Design alu_muldiv_seq, sky130hd; sources not shown.
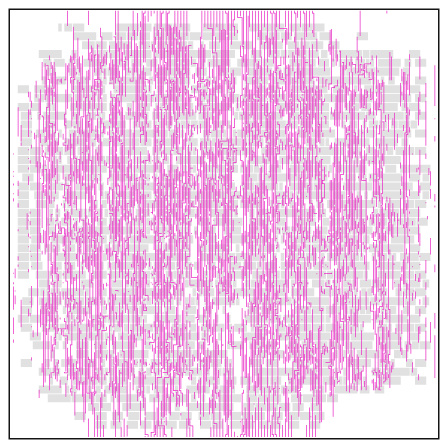
Fig. 1. Signal wires on met2 (run 1).
Cells faint in the background.
longest straight run: 53.7 um
nets with wire on the layer: 1268
wire length on this layer: 15000 um
share of all routed wire: 45%
Vias: 10.3k
final routed wirelength across all metal layers: 33300 um

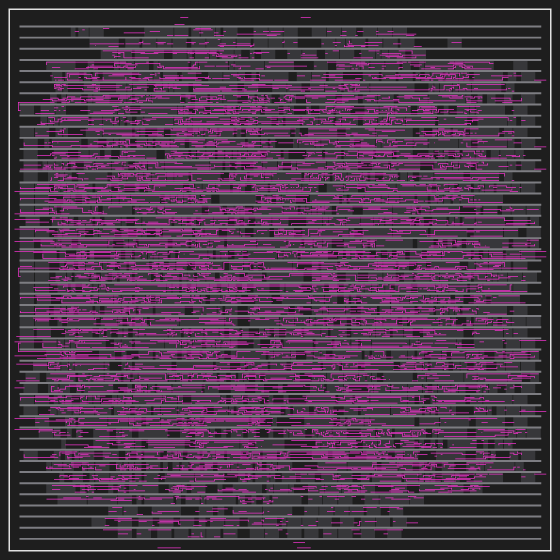
Fig. 2. Met1 routing (run 1).
Supply wires on this layer in grey. Cells faint in the background.
nets with wire on the layer: 1340
longest straight run: 57.0 um
met1 track demand over resource in global routing: 48.0%

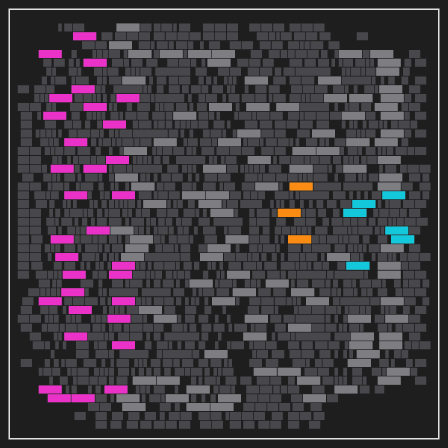
Fig. 3. Where the registers sit (run 1).
Other sequential cells in the stronger grey, the rest of the logic in the fainter grey.
| colour | name in the netlist | sequential cells |
|---|---|---|
| orange | state_q | 3 |
| cyan | cnt_q | 6 |
| magenta | acc_q | 32 |
not coloured: 99
utilization after layout: 76.2%
Seq/total area: 23.1%
total sequential power: 2130 uW
Seq. cell area: 2800 um^2

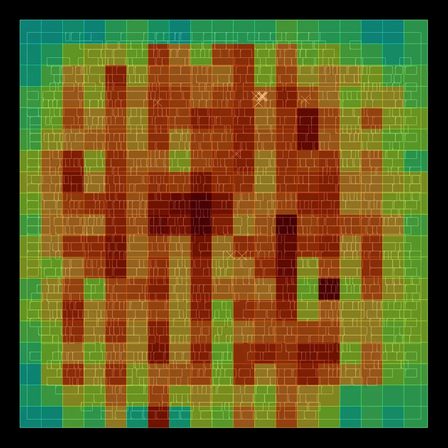
Fig. 4. Routing congestion (run 1).
GR Util All Layers: 36.7%
Most Used Layer, Global Route: met2
GR Util met3: 7.30%
met2 track demand over resource in global routing: 58.4%
WL/cell: 21.1 um

==> run summary, run 1 <==
Synthesis and place-and-route results.

- The run finished, with violations left.
- The checks that failed: design-rule violations, negative setup slack.
- The final timing report derives a shortest allowable period of between 3000 and 4000 ps.
- Yosys mapped a number of flops with a built-in enable equal to 0.
- The first global-routing pass estimated between 50000 and 60000 um of wire.
- The cell family contributing the most delay on the critical path is buffers and inverters.
- The netlist uses 55 different library cells.
- The detail route stage leaves a number of antenna-violating nets equal to 0.
- The number of filler cells placed in the layout is about 1.2k.
- The maximum buffer depth of the clock tree is 2.
- The synthesis warning total is 0.
- The count of pins over their slew limit is 0.
- The count of boundary I/O pins is just over 200.
- The required time at the endpoint of the critical path is about 2700 ps.
- The cell type that accounts for the most area after synthesis is dfxtp_1.
- The timing report lists the critical path depth as 7 cells.
- The last timing report of the flow puts the setup violation total at 1.
- The library cell appearing most often on the critical path is buf_4.
- The floorplan die width is 132 um.
- The initial antenna violation count was 0.
- Looking at the clock tree report, the H-tree level count equals 4.
- For this design, the sink count on the clock tree is 140.
- OpenROAD emitted warnings numbering 27.
- The half-perimeter wire length of the detailed placement result is approximately 24000 um.
- The DRC violation total left in the routed layout is recorded as 20.
- The slowest stage of the critical path belongs to the cell clkdlybuf4s50_1.
- After synthesis the cells add up to roughly 9000 um^2.
- Before antenna repair, the detailed router went through 8 iterations.
- The synthesized instance count is 1128.
- The length in cells of the worst reg-to-reg path is 7.
- Net switching is 32.4% of the power.
- The final timing report gives a worst setup slack of -3.33 ps.
==> run 1: per-layer routing <==
layer  track usage [%]  share of wire [%]
met5                 0                  0
met4              17.0                4.3
met3              7.30                 12
met2              58.4                 45
met1              48.0                 39
==> run 1: power groups by stage <==
stage               registers [uW]  logic, uW  clock network (uW)
floorplan                     2080       1150                   0
global placement              2140       1690                   0
detailed placement            2150       1720                   0
CTS                           2120       1760                2280
global route                  2140       1930                2370
finish                        2130       1820                2300
==> run 1: cell type report <==
class,count,area share [%]
multi-input cells,833,46.7
flip-flops and latches,140,23.1
repair buffers,203,16.7
plain buffers,113,4.51
clock buffers,20,3.76
well taps,216,2.22
clock inverters,12,1.78
inverters,42,1.30
==> run 1: through the flow <==
| stage | cell area [um^2] | setup TNS [ps] | std cells | utilization, % |
|---|---|---|---|---|
| 4_1_cts | 12100 | 0 | 1579 | 76.1 |
| 3_3_place_gp | 11400 | 0 | 1545 | 71.7 |
| 6_report | 12100 | -3.33 | 1579 | 76.2 |
| 2_1_floorplan | 9160 | 0 | 1128 | - |
| 3_5_place_dp | 11400 | 0 | 1545 | 71.7 |
| 5_1_grt | 12100 | -38.4 | 1579 | 76.2 |
==> run 1: cells by family after synthesis <==
family	share of synthesized area, %
mux	18.6
buf+inv	7.57
other cells	0.0410
compound gates	23.4
simple gates	19.1
fa+ha+maj	0.410
flops	30.6
xor+xnor	0.287
==> run 1: tightest hold or removal path, cell delays in order, from the launching register on <==
cell and delay (ps):
dfxtp_1 310, nand2_1 50, o21ai_1 50
==> run 1: cell usage in the layout, fill, tap and decap left out, drive strengths merged, types with 3 or more instances in the layout <==
master	netlist	layout
o31ai	32	32
mux2	63	63
a221oi	32	32
ha	3	3
clkinv	0	5
dfxtp	140	140
xor2	3	3
nand3	5	5
clkbuf	52	75
o21ai	101	101
nor4	8	8
nor2	113	113
o221ai	32	32
nand4	34	34
inv	42	42
and2	37	37
bufinv	0	6
clkdlybuf4s50	0	201
buf	61	60
nor2b	4	4
a21oi	9	9
mux2i	99	99
a222oi	30	30
nand2b	5	5
a211oi	3	3
nand2	164	164
o221a	31	31
==> run 1: what timing repair did <==
action                     CTS  global route
setup buffers                2             0
setup endpoints to repair   42            20
resized                      3            11
## Run 2: what changed since run 1
- CORE_UTILIZATION: 56 -> 50
- PLACE_DENSITY: 0.88 -> 0.8
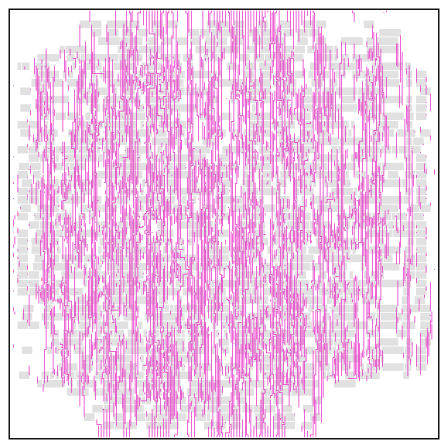
Fig. 5. Signal wires on met2 (run 2).
Cells faint in the background.
longest straight run: 81.6 um
nets with wire on the layer: 1181
Vias: 9937
final routed wirelength across all metal layers: 32900 um
met2 track demand over resource in global routing: 53.1%

==> run summary, run 2 <==
Synthesis and place-and-route results.

- Outcome: finished with violations (unchanged).
- Violated checks: design-rule violations (was design-rule violations, negative setup slack).
- The number of warnings in the stage logs is 28 (was 27).
- The total number of clock tree sinks was 140 (unchanged).
- The final hold violation count is 0 (unchanged).
- The global routing's busiest layer is met2 (unchanged).
- The layout overhead on the synthesized area came to 33.2% (was 32.7%).
- The core area is 18000 um^2 (was 15900 um^2).
- The library cell contributing the largest single delay on the critical path is clkdlybuf4s50_1 (unchanged).
- The count of library flops with an enable pin is 0 (unchanged).
- The global-route met3 utilization is 4.99% (was 7.30%).
- The count of non-filler cells in the finished layout is 1593 (was 1579).
- The count of boundary I/O pins is 204 (unchanged).
- Dominant logic cell types in the final layout: clkdlybuf4s50_1, nand2_1, dfxtp_1, nor2_1, mux2i_1 (unchanged).
- The unique cell type count in the Yosys netlist was 55 (unchanged).
- The total iterations of the first detailed-routing run is 8 (unchanged).
- The count of H-tree levels built during CTS is 4 (unchanged).
- The count of antenna-violating nets left after detailed routing came to 0 (unchanged).
- The global routing usage on met1 is 44.1% (was 48.0%).
- The sequential cell area is 2800 um^2 (unchanged).
- The most common cell after layout, fill and taps aside is clkdlybuf4s50_1 (unchanged).
- The top cell type by total area after synthesis is dfxtp_1 (unchanged).
- The wire length of the first global-routing pass is 51000 um (was 51500 um).
- The average wire per standard cell was 20.6 um (was 21.1 um).
- The cell total after placement is 1558 (was 1545).
- The detailed-route DRC error count was 11 (was 20).
- The number of filler cells placed in the layout is 1449 (was 1188).
- The post-synthesis sequential area ratio came to 30.6% (unchanged).
- The critical path class is flip-flop to primary output (unchanged).
- The length in cells of the worst reg-to-reg path came to 7 (unchanged).
- Top area cell types: dfxtp_1, mux2i_1, mux2_2, nand2_1, o21ai_0 (unchanged).
- The floorplan die width came to 139 um (was 132 um).
- The gate family responsible for the most delay along the worst path is buffers and inverters (unchanged).
- The count of pins over their slew limit is 0 (unchanged).
- The number of global-route vias before repair is 9408 (was 9688).
- The number of standard cells after synthesis is 1128 (unchanged).
- The cell count of the worst hold path came to 2 (unchanged).
- The total track usage is 32.8% (was 36.7%).
- The synthesis warning total came to 0 (unchanged).
- The maximum buffer depth of the clock tree is 2 (unchanged).
- The required time at the endpoint of the critical path is 2730 ps (about the same).
- The total number of cells along the worst setup path came to 6 (was 7).
- The clock period minus final worst setup slack is 3160 ps (was 3200 ps).
- The number of vias per cell after detailed routing is 6.24 (was 6.50).
- The final number of setup-violating endpoints is 0 (was 1).
==> run 2: cell counts after synthesis <==
No cell type changed its count.
==> run 2: logic make-up after synthesis <==
group / after synthesis / synth area share, %
DFF: 140 / 30.6
other: 1 / 0.0410
muxes: 162 / 18.6
xor gates and xnor gates: 3 / 0.287
buffers and inverters: 155 / 7.57
adders and majority gates: 3 / 0.410
AOI/OAI and AO/OA: 280 / 23.4
and+or+nand+nor: 384 / 19.1
==> run 2: through the flow <==
stage                     setup slack (ps)  area, um^2  power [uW]  TNS, ps  utilization [%]
after global routing                 -65.8       12200        6510    -99.3             67.9
after CTS                             80.5       12200        6230        0             67.8
after detailed placement              44.2       11500        3880        0             63.8
after global placement                74.9       11500        3860        0             63.8
after floorplan                        958        9160        3220        0                -
final                                 42.7       12200        6300        0             67.9
==> run 2: timing repair <==
| action | in CTS | in global routing |
|---|---|---|
| pin swaps | 0 | 0 |
| setup endpoints to repair | 38 | 35 |
| resized | 2 | 11 |
| buffers inserted | 3 | 0 |
==> run 2: cell type report <==
type / instances / area share, %
multi-input cells: 833 / 46.5
flip-flops and latches: 140 / 23.0
repair buffers: 204 / 16.7
plain buffers: 113 / 4.43
clock buffers: 22 / 4.05
well taps: 229 / 2.35
clock inverters: 10 / 1.70
inverters: 42 / 1.29
==> run 2: layer usage <==
metal / vias to the layer above / share of wire (%)
li1: 4605 / -
met1: 4595 / 41
met2: 639 / 45
met3: 98 / 10
met4: 0 / 3.5
met5: - / 0
==> run 2: worst reg2reg max path, cell delays in order (launching register included) <==
cell	delay, ps
dfxtp_1	380
ha_1	210
nor2b_1	290
a31oi_1	130
nor2_1	470
and2_1	390
buf_2	260
o21ai_0	140
==> run 2: power breakdown <==
group	switching (uW)	leakage (uW)	internal (uW)
Combinational	1000	0.00320	795
Clock	800	0.000335	1570
Sequential	209	0.00114	1930
Power and IR drop assume default switching activity.
